**config.mk**
```make
export PLATFORM = sky130hd
export DESIGN_NAME = matrix_stream_feeder
export DESIGN_NICKNAME = d
export VERILOG_FILES = /design/src/rtl/matrix_stream_feeder.sv
export SDC_FILE = /design/constraint.sdc
export NUM_CORES = 1
export LEC_CHECK = 0
export CAP_MARGIN = 20
export CORE_AREA = 2 2 247 249
export DETAILED_ROUTE_END_ITERATION = 6
export DIE_AREA = 0 0 249 251
export PLACE_DENSITY = 0.79
export SYNTH_ARGS = -nofsm -noshare
export SYNTH_HDL_FRONTEND = slang
export SYNTH_SLANG_ARGS = --single-unit
```
**constraint.sdc**
```tcl
create_clock -name clk -period 27 [get_ports clk]
set_input_delay 5.4 -clock clk [delete_from_list [all_inputs] [get_ports clk]]
set_output_delay 5.4 -clock clk [all_outputs]
set_load 0.05 [all_outputs]
```
**src/rtl/matrix_stream_feeder.sv**
```systemverilog
// Operand buffers for a 2xK by Kx2 product, streamed to the compute core as A then B,
// followed by capture of the four-beat C result into a host-readable buffer.
module matrix_stream_feeder #(
    parameter int DATA_W = 32,
    parameter int K_MAX  = 4
) (
    input  logic                          clk,
    input  logic                          rst,
    input  logic [$clog2(K_MAX):0]        cfg_k,
    input  logic                          start,
    output logic                          busy,
    output logic                          done,
    output logic                          err,
    input  logic                          wr_en,
    input  logic                          wr_sel,
    input  logic [$clog2(2*K_MAX)-1:0]    wr_addr,
    input  logic [DATA_W-1:0]             wr_data,
    input  logic [1:0]                    rd_addr,
    output logic [DATA_W-1:0]             rd_data,
    output logic [DATA_W-1:0]             m_axis_a_tdata,
    output logic                          m_axis_a_tvalid,
    input  logic                          m_axis_a_tready,
    output logic                          m_axis_a_tlast,
    output logic [DATA_W-1:0]             m_axis_b_tdata,
    output logic                          m_axis_b_tvalid,
    input  logic                          m_axis_b_tready,
    output logic                          m_axis_b_tlast,
    input  logic [DATA_W-1:0]             s_axis_c_tdata,
    input  logic                          s_axis_c_tvalid,
    output logic                          s_axis_c_tready,
    input  logic                          s_axis_c_tlast
);

    // state  | meaning
    // IDLE   | waiting for start; operand writes accepted
    // SEND_A | streaming A row-major, 2K beats
    // SEND_B | streaming B row-major, 2K beats
    // RECV_C | accepting four result beats
    // DONE   | one-cycle completion pulse

    localparam int KW = $clog2(K_MAX) + 1;
    localparam int AW = $clog2(2 * K_MAX);
    localparam int NBUF = 2 * K_MAX;
    localparam logic [KW-1:0] K_MAX_V = KW'(K_MAX);

    typedef enum logic [2:0] {
        IDLE,
        SEND_A,
        SEND_B,
        RECV_C,
        DONE
    } state_t;

    state_t state_q, state_d;

    logic [KW-1:0]     k_q;
    logic [KW-1:0]     row_q;
    logic [KW-1:0]     col_q;
    logic [1:0]        c_cnt_q;
    logic              err_q;

    logic [DATA_W-1:0] buf_a [NBUF];
    logic [DATA_W-1:0] buf_b [NBUF];
    logic [DATA_W-1:0] result [4];

    logic              cfg_ok;
    logic              a_hs, b_hs, c_hs;
    logic              a_last, b_last, c_end;
    logic [AW-1:0]     a_addr, b_addr;
    logic              wr_ok;

    assign cfg_ok = (cfg_k != '0) && (cfg_k <= K_MAX_V);
    assign wr_ok  = wr_en && (state_q == IDLE) && (int'(wr_addr) < NBUF);

    // Row/column counters form the buffer address directly, so no divide is needed.
    assign a_addr = AW'(int'(row_q) * K_MAX + int'(col_q));
    assign b_addr = AW'(int'(row_q) * 2 + int'(col_q));

    assign a_last = (row_q == KW'(1)) && (col_q == k_q - 1'b1);
    assign b_last = (row_q == k_q - 1'b1) && (col_q == KW'(1));

    assign m_axis_a_tvalid = (state_q == SEND_A);
    assign m_axis_a_tdata  = m_axis_a_tvalid ? buf_a[a_addr] : '0;
    assign m_axis_a_tlast  = m_axis_a_tvalid && a_last;

    assign m_axis_b_tvalid = (state_q == SEND_B);
    assign m_axis_b_tdata  = m_axis_b_tvalid ? buf_b[b_addr] : '0;
    assign m_axis_b_tlast  = m_axis_b_tvalid && b_last;

    assign s_axis_c_tready = (state_q == RECV_C);

    assign a_hs  = m_axis_a_tvalid && m_axis_a_tready;
    assign b_hs  = m_axis_b_tvalid && m_axis_b_tready;
    assign c_hs  = s_axis_c_tready && s_axis_c_tvalid;
    assign c_end = s_axis_c_tlast || (c_cnt_q == 2'd3);

    assign busy    = (state_q != IDLE);
    assign done    = (state_q == DONE);
    assign err     = err_q;
    assign rd_data = result[rd_addr];

    always_ff @(posedge clk or posedge rst) begin
        if (rst) begin
            state_q <= IDLE;
        end else begin
            state_q <= state_d;
        end
    end

    always_comb begin
        state_d = state_q;
        case (state_q)
            IDLE: begin
                if (start && cfg_ok) begin
                    state_d = SEND_A;
                end
            end
            SEND_A: begin
                if (a_hs && a_last) begin
                    state_d = SEND_B;
                end
            end
            SEND_B: begin
                if (b_hs && b_last) begin
                    state_d = RECV_C;
                end
            end
            RECV_C: begin
                if (c_hs && c_end) begin
                    state_d = DONE;
                end
            end
            DONE: begin
                state_d = IDLE;
            end
            default: begin
                state_d = IDLE;
            end
        endcase
    end

    always_ff @(posedge clk or posedge rst) begin
        if (rst) begin
            k_q     <= '0;
            row_q   <= '0;
            col_q   <= '0;
            c_cnt_q <= '0;
            err_q   <= 1'b0;
        end else begin
            case (state_q)
                IDLE: begin
                    if (start) begin
                        if (cfg_ok) begin
                            k_q     <= cfg_k;
                            row_q   <= '0;
                            col_q   <= '0;
                            c_cnt_q <= '0;
                            err_q   <= 1'b0;
                        end else begin
                            err_q <= 1'b1;
                        end
                    end
                end
                SEND_A: begin
                    if (a_hs) begin
                        if (col_q == k_q - 1'b1) begin
                            col_q <= '0;
                            row_q <= a_last ? '0 : row_q + 1'b1;
                        end else begin
                            col_q <= col_q + 1'b1;
                        end
                    end
                end
                SEND_B: begin
                    if (b_hs) begin
                        if (col_q == KW'(1)) begin
                            col_q <= '0;
                            row_q <= b_last ? '0 : row_q + 1'b1;
                        end else begin
                            col_q <= KW'(1);
                        end
                    end
                end
                RECV_C: begin
                    if (c_hs) begin
                        c_cnt_q <= c_cnt_q + 2'd1;
                        // Short frame (early tlast) and overlong frame (no tlast on beat 3) both flag.
                        if (s_axis_c_tlast != (c_cnt_q == 2'd3)) begin
                            err_q <= 1'b1;
                        end
                    end
                end
                default: begin
                end
            endcase
        end
    end

    always_ff @(posedge clk or posedge rst) begin
        if (rst) begin
            for (int i = 0; i < NBUF; i++) begin
                buf_a[i] <= '0;
                buf_b[i] <= '0;
            end
        end else if (wr_ok) begin
            if (wr_sel) begin
                buf_b[wr_addr] <= wr_data;
            end else begin
                buf_a[wr_addr] <= wr_data;
            end
        end
    end

    always_ff @(posedge clk or posedge rst) begin
        if (rst) begin
            for (int i = 0; i < 4; i++) begin
                result[i] <= '0;
            end
        end else if ((state_q == RECV_C) && c_hs) begin
            result[c_cnt_q] <= s_axis_c_tdata;
        end
    end

endmodule
```
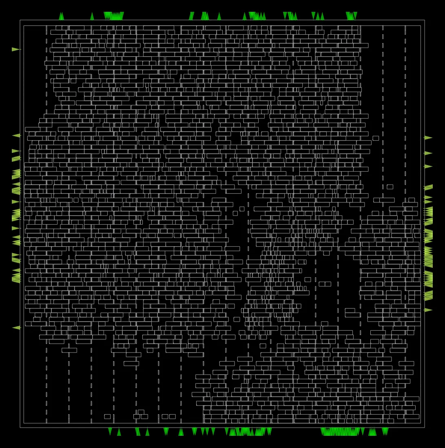
Figure 1: run 1, cell placement.
fraction of area in registers: 0.474
tap cell count: 782
FFs & Latches: 655
count of placed standard cells in the final layout, fillers left out: 2853
row cnt: 90

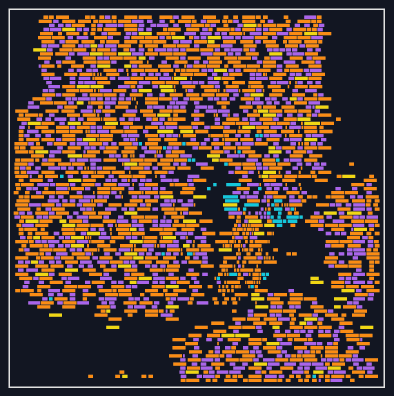
Figure 2: run 1, cell sizes after repair.
Drawn at 1.5 px/um.
- purple: x2 (cells 824)
- cyan: x3 and x4 (cells 44)
- yellow: x6 and larger (cells 108)
- orange: x1 and smaller (cells 1094)

==> flow_metrics.rpt, run 1 <==
==== FLOW RESULTS ====
----------------------------------------------------
[Run status]
  Outcome ........................ completed

[Floorplan]
  IO Pins ........................ 185
  Fp util ........................ 0.494
  Die Width ........................ 249 um
  Area inside the core boundary ........................ ~60000 um2
  Height of the die ........................ 251 um
  Area of the die ........................ 62500 um2

[Global routing]
  Largest net degree at the start of global routing ........................ 192
  Initial antenna violation count ........................ 4
  Final global-route overflow total ........................ 0
  Met1 track utilization from global routing ........................ 0.295
  Highest-utilization routing layer at the global route stage ........................ met2
  GR Layer Usage met3 ........................ 0.0434
  Via count of the first global-routing pass ........................ 18500
  Grt met2 use ........................ 0.387
  Total GRT Usage ........................ 0.226
  First-pass GRT wire length ........................ approximately 110 mm

[CTS]
  Clk sink count ........................ 655
  Clock tree from TritonCTS ........................ built
  Maximum level of the CTS H-tree ........................ 3
  Clock-pin slew on the worst setup and hold paths ........................ around 60 ps
  Clock root buffer ........................ sky130_fd_sc_hd__clkbuf_16
  Clock Latency Late Sink ........................ just over 600 ps
  Number of buffers created by CTS ........................ between 70 and 80
  Maximum root-to-sink buffer count ........................ 3
  Number of buffers inserted by post-CTS setup repair ........................ 0
  Total of hold buffers inserted after clock tree synthesis ........................ 0
  Count of cells resized by post-cts repair ........................ 0

[Routing]
  Drt total wl ........................ 69.1 mm
  Number of DRC violations after detailed-routing iteration 0 ........................ 862
  Remaining design rule violation count ........................ 0
  Final routed wire length divided by cell count ........................ 24.2 um
  First-pass detailed-route iteration total ........................ 5
  Count of nets left with antenna violations after detail routing ........................ 0
  Via density ........................ 5.89
  Number of vias in the routed layout ........................ ~17000

[Logic synthesis]
  Post-synth area from yosys stat ........................ 29600 um2
  AND-OR/OR-AND share of the synthesized area ........................ 0.0206
  Flop and latch count out of synthesis ........................ 655
  Sequential area share after synthesis ........................ 0.555
  Share of async-settable or async-resettable flops after synthesis ........................ 1.00
  Leading cell type by number of instances after synthesis ........................ sky130_fd_sc_hd__dfrtp_1
  Most common flop cell mapped by yosys ........................ sky130_fd_sc_hd__dfrtp_1
  Yosys Instances ........................ between 1500 and 2000
  Dominant cells by area after synthesis ........................ sky130_fd_sc_hd__dfrtp_1, sky130_fd_sc_hd__mux2_2, sky130_fd_sc_hd__mux4_2
  Mapped Cells ........................ 1871
  Simple share ........................ 0.0223
  Number of synthesis warnings ........................ 0
  Number of nets at floorplan ........................ 1963
  Post-synth EDFFs ........................ 0
  XORs/XNORs by Area ........................ 0.00555
  Most frequent cells after synthesis ........................ sky130_fd_sc_hd__dfrtp_1, sky130_fd_sc_hd__mux2_2, sky130_fd_sc_hd__mux4_2, sky130_fd_sc_hd__nand2_1, sky130_fd_sc_hd__clkbuf_1
  Combined area of all synthesized cells ........................ 29600 um2
  Distinct cells, synth ........................ 50
  MUX area fraction ........................ 0.367
  Dominant comb cell ........................ multiplexers
  Share of the synthesized area in the top cell type ........................ 0.555
  Dominant cell type by area after synthesis ........................ sky130_fd_sc_hd__dfrtp_1
  Adder-cell area share of the yosys netlist ........................ 0.00466
  Avg Inst Size Synth ........................ 15.8 um2

[STA]
  Slew Viols, Final ........................ 0
  Normalized max-slew margin ........................ 0.240
  Unrepaired setup endpoints after global routing ........................ no
  Final critical delay including setup and external delays ........................ about 13000 ps
  Total of endpoints with negative setup slack in the final report ........................ 0
  Transition at the pin with the smallest max-transition slack ........................ 1140 ps
  Final sum of negative setup slack ........................ 0 ps
  Number of failing hold endpoints at the final stage ........................ 0
  Ratio of final minimum period to clock period ........................ 0.473
  Achievable frequency ........................ 78.3 MHz
  Hold Slack ........................ 478 ps
  Worst clock skew on the final layout ........................ 17.0 ps

[Worst setup path]
  Worst Path Arrival ........................ 7370 ps
  Worst Path Class, Setup ........................ input pin to output pin
  Startpoint types ........................ input pin
  Worst endpoint required time ........................ 21600 ps
  Cell family with most CP delay ........................ buffers and inverters
  Worst path slowest cell ........................ sky130_fd_sc_hd__clkdlybuf4s50_1
  Type of destination of the critical path ........................ output pin
  Largest fanout on the critical path ........................ 17
  Cells traversed along the worst timing path ........................ buf_2 > buf_12 > mux4_2 > clkdlybuf4s50_1
  Delay of the slowest cell on the worst path ........................ about 740 ps
  Buffer-and-inverter tally for the worst setup path ........................ 3

[Finish]
  Synthesis-to-layout area growth ........................ 17.0%
  Final design instance area without fill ........................ between 30000 and 40000 um2
  Nets ........................ 2108
  Highest-count logic cell in the final layout ........................ sky130_fd_sc_hd__dfrtp_1
  Leading cell types in the layout, fill and taps excluded ........................ sky130_fd_sc_hd__dfrtp_1, sky130_fd_sc_hd__mux2_2, sky130_fd_sc_hd__clkdlybuf4s50_1
  Fillcell total ........................ about 4400
  Comb area ........................ about 13000 um2
  Fraction of final layout cells sized beyond drive strength 1 ........................ 0.471

[Run]
  Max-cap viol count ........................ 0
  Stage-log warning count ........................ 35

[Power]
  Worst IR Drop VDD ........................ 0.0727 mV
  Power share of the clock group ........................ 0.258
  Total net switching power ........................ 1.13 mW
  Internal power ........................ roughly 2.6 mW
  Power per standard cell area ........................ 108 nW/um2
  Switching Share ........................ 0.303
  Part of the power in registers ........................ 0.419
  Leak ........................ 15.2 nW
  Logic gate share of total power ........................ 0.323

[Placed design]
  IO Port Bufs ........................ between 150 and 200
  Placer Congestion ........................ around 0.77
  Post-Place Cell Area ........................ 32100 um2
  Estimated wirelength of the detail-placed design ........................ ~41 mm

[Worst hold path]
  Worst Hold Class ........................ register to register

----------------------------------------------------
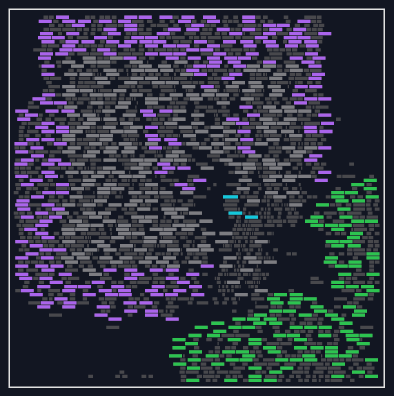
Figure 3: run 1, where the registers sit.
Drawn at 1.5 px/um. Other sequential cells in the stronger grey, the rest of the logic in the fainter grey.
- green: result (placed flops 128; where south-east)
- purple: buf_b (placed flops 256; where spread over the die)
- cyan: col_q (placed flops 3)
- not coloured: 268
power in sequential cells: 1.57 mW
register cell area after layout: 16400 um2
final core utilization: 0.579

[run 1: routing by layer]
| metal | wire (um) | share of wire | vias to the layer above |
|---|---|---|---|
| li1 | - | - | 7214 |
| met1 | 28900 | 0.42 | 9078 |
| met2 | 35300 | 0.51 | 386 |
| met3 | 3080 | 0.045 | 130 |
| met4 | 1840 | 0.027 | 6 |
| met5 | 37 | 0.00054 | - |
[run 1: registers in the layout (all words and copies together) (netlist names), 2 cells and up]
register and count:
buf_a 256, buf_b 256, c_cnt_q 2, col_q 3, k_q 3, result 128
row_q 3, state_q 3
[run 1: cell families after synthesis]
group / after synthesis
simple gates: 136
flops: 655
compound gates: 87
mux: 804
xor+xnor: 11
fa+ha+maj: 11
buf+inv: 167
[run 1: path summary, 6_finish.rpt]
| check | start | to | slack, ps | depth (start not counted) |
|---|---|---|---|---|
| max | rd_addr[0] | rd_data[27] | 14230 | 4 |
| min | buf_b[51]$_DFFE_PP0P_ | buf_b[51]$_DFFE_PP0P_ | 480 | 1 |
| max reg2reg | col_q[0]$_DFFE_PP0P_ | row_q[2]$_DFFE_PP0P_ | 23560 | 7 |
| min reg2reg | buf_b[51]$_DFFE_PP0P_ | buf_b[51]$_DFFE_PP0P_ | 480 | 1 |
| max in group asynchronous | rst | buf_b[204]$_DFFE_PP0P_ | 19120 | 5 |
| min in group asynchronous | rst | result[55]$_DFFE_PP0P_ | 5170 | 2 |
[run 1: power groups by stage]
stage / combinational [mW] / sequential [mW] / clock [mW]
floorplan: 0.980 / 1.50 / 0
global placement: 1.17 / 1.54 / 0
detailed placement: 1.21 / 1.58 / 0
CTS: 1.22 / 1.57 / 0.984
global route: 1.30 / 1.61 / 1.02
finish: 1.21 / 1.57 / 0.964
[run 1: per-stage QoR]
step / total power [mW] / setup slack (ps) / instances
finish: 3.74 / 14230 / 2853
global route: 3.93 / 14120 / 2853
CTS: 3.77 / 13990 / 2845
detailed placement: 2.79 / 13990 / 2718
global placement: 2.71 / 14010 / 2718
floorplan: 2.48 / 3250 / 1871
[run 1: layout make-up]
| class | count | share of cell area |
|---|---|---|
| well taps | 782 | 0.0283 |
| clock buffers | 110 | 0.0629 |
| diodes | 1 | 0.0000723 |
| flip-flops and latches | 655 | 0.474 |
| repair buffers | 222 | 0.0651 |
| clock inverters | 17 | 0.00517 |
| multi-input cells | 1049 | 0.362 |
| inverters | 17 | 0.00206 |
## Run 2: what changed since run 1
--- a/config.mk
+++ b/config.mk
@@ -9,7 +9,7 @@
 export CORE_AREA = 2 2 247 249
 export DETAILED_ROUTE_END_ITERATION = 6
 export DIE_AREA = 0 0 249 251
-export PLACE_DENSITY = 0.79
+export PLACE_DENSITY = 0.82
 export SYNTH_ARGS = -nofsm -noshare
 export SYNTH_HDL_FRONTEND = slang
 export SYNTH_SLANG_ARGS = --single-unit
==> constraint.sdc (replaced) <==
create_clock -name clk -period 11.4 [get_ports clk]
set_input_delay 2.28 -clock clk [delete_from_list [all_inputs] [get_ports clk]]
set_output_delay 2.28 -clock clk [all_outputs]
set_load 0.05 [all_outputs]
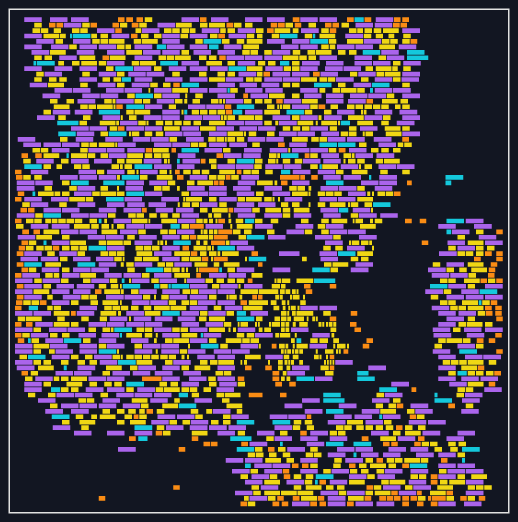
Figure 4: run 2, cells coloured by class.
Drawn at 2 px/um.
- orange: remaining buffers and delay cells (cells 221)
- purple: registers (cells 655)
- yellow: remaining logic cells (cells 1066)
- cyan: clock drivers and dummy loads (cells 133)

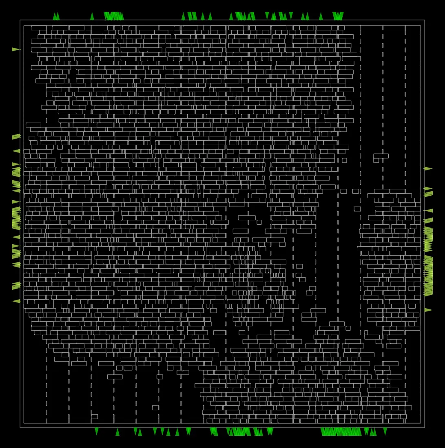
Figure 5: run 2, cell placement.
fillcell total: 4393
area inside the core boundary: 59800 um2

==> flow_metrics.rpt, run 2 <==
==== FLOW RESULTS ====
----------------------------------------------------
[Logic synthesis]
  Most frequent cells after synthesis ........................ sky130_fd_sc_hd__dfrtp_1, sky130_fd_sc_hd__mux2_2, sky130_fd_sc_hd__mux4_2, sky130_fd_sc_hd__nand2_1, sky130_fd_sc_hd__clkbuf_1
  Mapped Cells ........................ 1871 (unchanged)
  Post-synth EDFFs ........................ 0 (unchanged)
  Distinct cells, synth ........................ 50 (unchanged)
  Combined area of all synthesized cells ........................ 29600 um2 (unchanged)
  Post-synth area from yosys stat ........................ 29600 um2 (unchanged)
  Share of async-settable or async-resettable flops after synthesis ........................ 1.00 (unchanged)
  Yosys Instances ........................ 1871 (unchanged)
  Number of nets at floorplan ........................ 1963 (unchanged)
  Sequential area share after synthesis ........................ 0.555 (unchanged)
  Share of the synthesized area in the top cell type ........................ 0.555 (unchanged)
  Dominant cell type by area after synthesis ........................ sky130_fd_sc_hd__dfrtp_1
  Flop and latch count out of synthesis ........................ 655 (unchanged)
  Dominant cells by area after synthesis ........................ sky130_fd_sc_hd__dfrtp_1, sky130_fd_sc_hd__mux2_2, sky130_fd_sc_hd__mux4_2
  Avg Inst Size Synth ........................ 15.8 um2 (unchanged)
  Most common flop cell mapped by yosys ........................ sky130_fd_sc_hd__dfrtp_1
  Leading cell type by number of instances after synthesis ........................ sky130_fd_sc_hd__dfrtp_1
  Number of synthesis warnings ........................ 0 (unchanged)

[Finish]
  Comb area ........................ 12500 um2 (unchanged)
  Fraction of final layout cells sized beyond drive strength 1 ........................ 0.477 (+0.00513)
  Highest-count logic cell in the final layout ........................ sky130_fd_sc_hd__dfrtp_1
  Leading cell types in the layout, fill and taps excluded ........................ sky130_fd_sc_hd__dfrtp_1, sky130_fd_sc_hd__mux2_2, sky130_fd_sc_hd__clkdlybuf4s50_1
  Nets ........................ 2109 (+0.047%)
  Register cell area after layout ........................ 16400 um2 (unchanged)
  Largest registers ........................ buf_a (256), buf_b (256), result (128)
  Diode insertion count for antenna repair ........................ 0 (-1)
  Count of placed standard cells in the final layout, fillers left out ........................ 2857 (+0.14%)
  Synthesis-to-layout area growth ........................ 17.6%

[CTS]
  Clock-pin slew on the worst setup and hold paths ........................ 60 ps (about the same)
  Count of cells resized by post-cts repair ........................ 0 (unchanged)
  Clock Latency Late Sink ........................ 600 ps (about the same)
  Clock root buffer ........................ sky130_fd_sc_hd__clkbuf_16
  Maximum root-to-sink buffer count ........................ 3 (unchanged)
  Clock tree from TritonCTS ........................ built
  Number of buffers created by CTS ........................ 73 (+2.8%)
  Maximum level of the CTS H-tree ........................ 3 (unchanged)
  Clk sink count ........................ 655 (unchanged)
  Total of hold buffers inserted after clock tree synthesis ........................ 0 (unchanged)
  Number of buffers inserted by post-CTS setup repair ........................ 0 (unchanged)

[Worst setup path]
  Startpoint types ........................ register
  Worst endpoint required time ........................ 9120 ps (-12480 ps)
  Worst Path Class, Setup ........................ register to output pin
  Largest fanout on the critical path ........................ 36 (+19)
  Delay of the slowest cell on the worst path ........................ 710 ps (-30 ps)
  Worst Path Arrival ........................ 4600 ps (-2770 ps)
  Buffer-and-inverter tally for the worst setup path ........................ 3 (unchanged)
  Register-to-Register Setup Slack ........................ 7890 ps (-15670 ps)
  Cell family with most CP delay ........................ buffers and inverters
  Worst path slowest cell ........................ sky130_fd_sc_hd__buf_4
  Number of cells on the critical path ........................ 8 (+4)
  Cells traversed along the worst timing path ........................ ha_4 > xnor2_4 > xnor2_4 > buf_4 > buf_4 > mux4_2 > a22o_1 > clkdlybuf4s50_1
  R2R Path Start ........................ col_q[0]$_DFFE_PP0P_
  Endpoint of the most critical setup path ........................ m_axis_b_tdata[3]
  Type of destination of the critical path ........................ output pin
  Worst Reg2Reg Path Length in Cells ........................ 7 (unchanged)
  Endpoint of the most critical register-to-register path ........................ row_q[2]$_DFFE_PP0P_
  CP startpoint ........................ row_q[0]$_DFFE_PP0P_

[Placed design]
  Worst slack at placement ........................ 4580 ps (-9410 ps)
  Estimated wirelength of the detail-placed design ........................ 42.2 mm (+2.7%)
  IO Port Bufs ........................ 184 (unchanged)
  Placer Congestion ........................ 0.770 (+0.31%)
  Total instance count after detailed placement ........................ 2720 (+0.074%)

[Routing]
  First-pass detailed-route iteration total ........................ 5 (unchanged)
  Number of vias in the routed layout ........................ 16900 (+0.51%)
  Final routed wire length divided by cell count ........................ 24.2 um (-0.15%)
  Remaining design rule violation count ........................ 0 (unchanged)
  Number of DRC violations after detailed-routing iteration 0 ........................ 1012 (+17%)
  Count of nets left with antenna violations after detail routing ........................ 0 (unchanged)
  Via density ........................ 5.91 (+0.36%)
  Drt total wl ........................ 69.1 mm (about the same)

[Run]
  Max-cap viol count ........................ 0 (unchanged)
  Stage-log warning count ........................ 33 (-5.7%)

[Global routing]
  Via count of the first global-routing pass ........................ 18800 (+1.6%)
  First-pass GRT wire length ........................ 110 mm (+0.57%)
  Initial antenna violation count ........................ 4 (unchanged)
  Largest net degree at the start of global routing ........................ 170 (-11%)
  Total GRT Usage ........................ 0.227 (+0.000674)
  Final global-route overflow total ........................ 0 (unchanged)

[Floorplan]
  Height of the die ........................ 251 um (unchanged)
  IO Pins ........................ 185 (unchanged)
  Die Width ........................ 249 um (unchanged)
  Fp util ........................ 0.494 (unchanged)
  Area of the die ........................ 62500 um2 (unchanged)
  Row cnt ........................ 90 (unchanged)

[STA]
  Achievable frequency ........................ 145 MHz
  Slew Viols, Final ........................ 0 (unchanged)
  Worst clock skew on the final layout ........................ 22.9 ps (+5.89 ps)
  Transition at the pin with the smallest max-transition slack ........................ 1150 ps (+10.2 ps)
  Worst Slack Setup Final ........................ 4520 ps (-9710 ps)
  Number of failing hold endpoints at the final stage ........................ 0 (unchanged)
  Final sum of negative setup slack ........................ 0 ps (unchanged)
  Total of endpoints with negative setup slack in the final report ........................ 0 (unchanged)
  Unrepaired setup endpoints after global routing ........................ no
  Normalized max-slew margin ........................ 0.231 (-0.00949)
  Ratio of final minimum period to clock period ........................ 0.603
  Final critical delay including setup and external delays ........................ 6880 ps

[Worst hold path]
  Worst Hold Class ........................ register to register

[Run status]
  Outcome ........................ completed

[Power]
  Power consumption ........................ 9.02 mW (+140%)
  Power per standard cell area ........................ 259 nW/um2 (+140%)
  Worst IR Drop VDD ........................ 0.184 mV (+150%)
  Leak ........................ 15.3 nW (+0.66%)

----------------------------------------------------
## run 2: cell counts after synthesis
Identical to the previous run, type by type.
## run 2: report_power, final
part	switching [mW]	total [mW]	internal (mW)	leakage, nW
clock	0.950	2.44	1.49	1.26
combinational	1.26	2.87	1.61	5.74
sequential	0.488	3.71	3.22	8.34
total	2.70	9.02	6.32	15.3
## run 2: worst register-to-register path, cell delays in order, from the launching register on
cell                        delay, ps
sky130_fd_sc_hd__dfrtp_4          800
sky130_fd_sc_hd__buf_4            800
sky130_fd_sc_hd__ha_1             360
sky130_fd_sc_hd__nand2b_1          80
sky130_fd_sc_hd__or4_1            550
sky130_fd_sc_hd__o2bb2ai_2        200
sky130_fd_sc_hd__a2111oi_2        450
sky130_fd_sc_hd__o22ai_1          130
## run 2: worst min path at each step
stage	from	end	slack (ps)	depth (start not counted)
after global routing	buf_b[52]$_DFFE_PP0P_	buf_b[52]$_DFFE_PP0P_	500	1
after CTS	buf_b[43]$_DFFE_PP0P_	buf_b[43]$_DFFE_PP0P_	480	1
after floorplan	buf_b[39]$_DFFE_PP0P_	buf_b[39]$_DFFE_PP0P_	450	1
final	buf_b[50]$_DFFE_PP0P_	buf_b[50]$_DFFE_PP0P_	480	1
after detailed placement	buf_b[43]$_DFFE_PP0P_	buf_b[43]$_DFFE_PP0P_	470	1
after global placement	buf_b[53]$_DFFE_PP0P_	buf_b[53]$_DFFE_PP0P_	460	1
## run 2: logic make-up (layout without fill, tap and decap cells)
kind of cell / after synthesis / after routing / share of synthesized area
AOI/OAI and AO/OA: 87 / 87 / 0.0206
xor gates and xnor gates: 11 / 11 / 0.00555
adders and majority gates: 11 / 11 / 0.00466
buffers and inverters: 167 / 371 / 0.0251
DFF: 655 / 655 / 0.555
muxes: 804 / 804 / 0.367
and+or+nand+nor: 136 / 136 / 0.0223
## run 2: layout make-up
cell class,instances,area share
clock buffers,102,0.0624
clock inverters,31,0.0103
inverters,17,0.00194
multi-input cells,1049,0.361
flip-flops and latches,655,0.472
well taps,782,0.0281
repair buffers,221,0.0651
## run 2: routing by layer
metal  track usage  up-vias  routed length [um]
met2         0.389      380               34800
li1              -     7233                   -
met4        0.0840        6                2080
met1         0.291     9145               29100
met3        0.0409      135                3090
met5             0        -                  38
## run 2: metrics by stage
step | cell area (um2) | hold slack (ps) | utilization
2_1_floorplan | 29600 | 452 | -
3_3_place_gp | 32000 | 462 | 0.536
3_5_place_dp | 32100 | 471 | 0.538
4_1_cts | 34700 | 484 | 0.580
5_1_grt | 34800 | 501 | 0.581
6_report | 34800 | 480 | 0.581
Power and IR drop assume default switching activity.
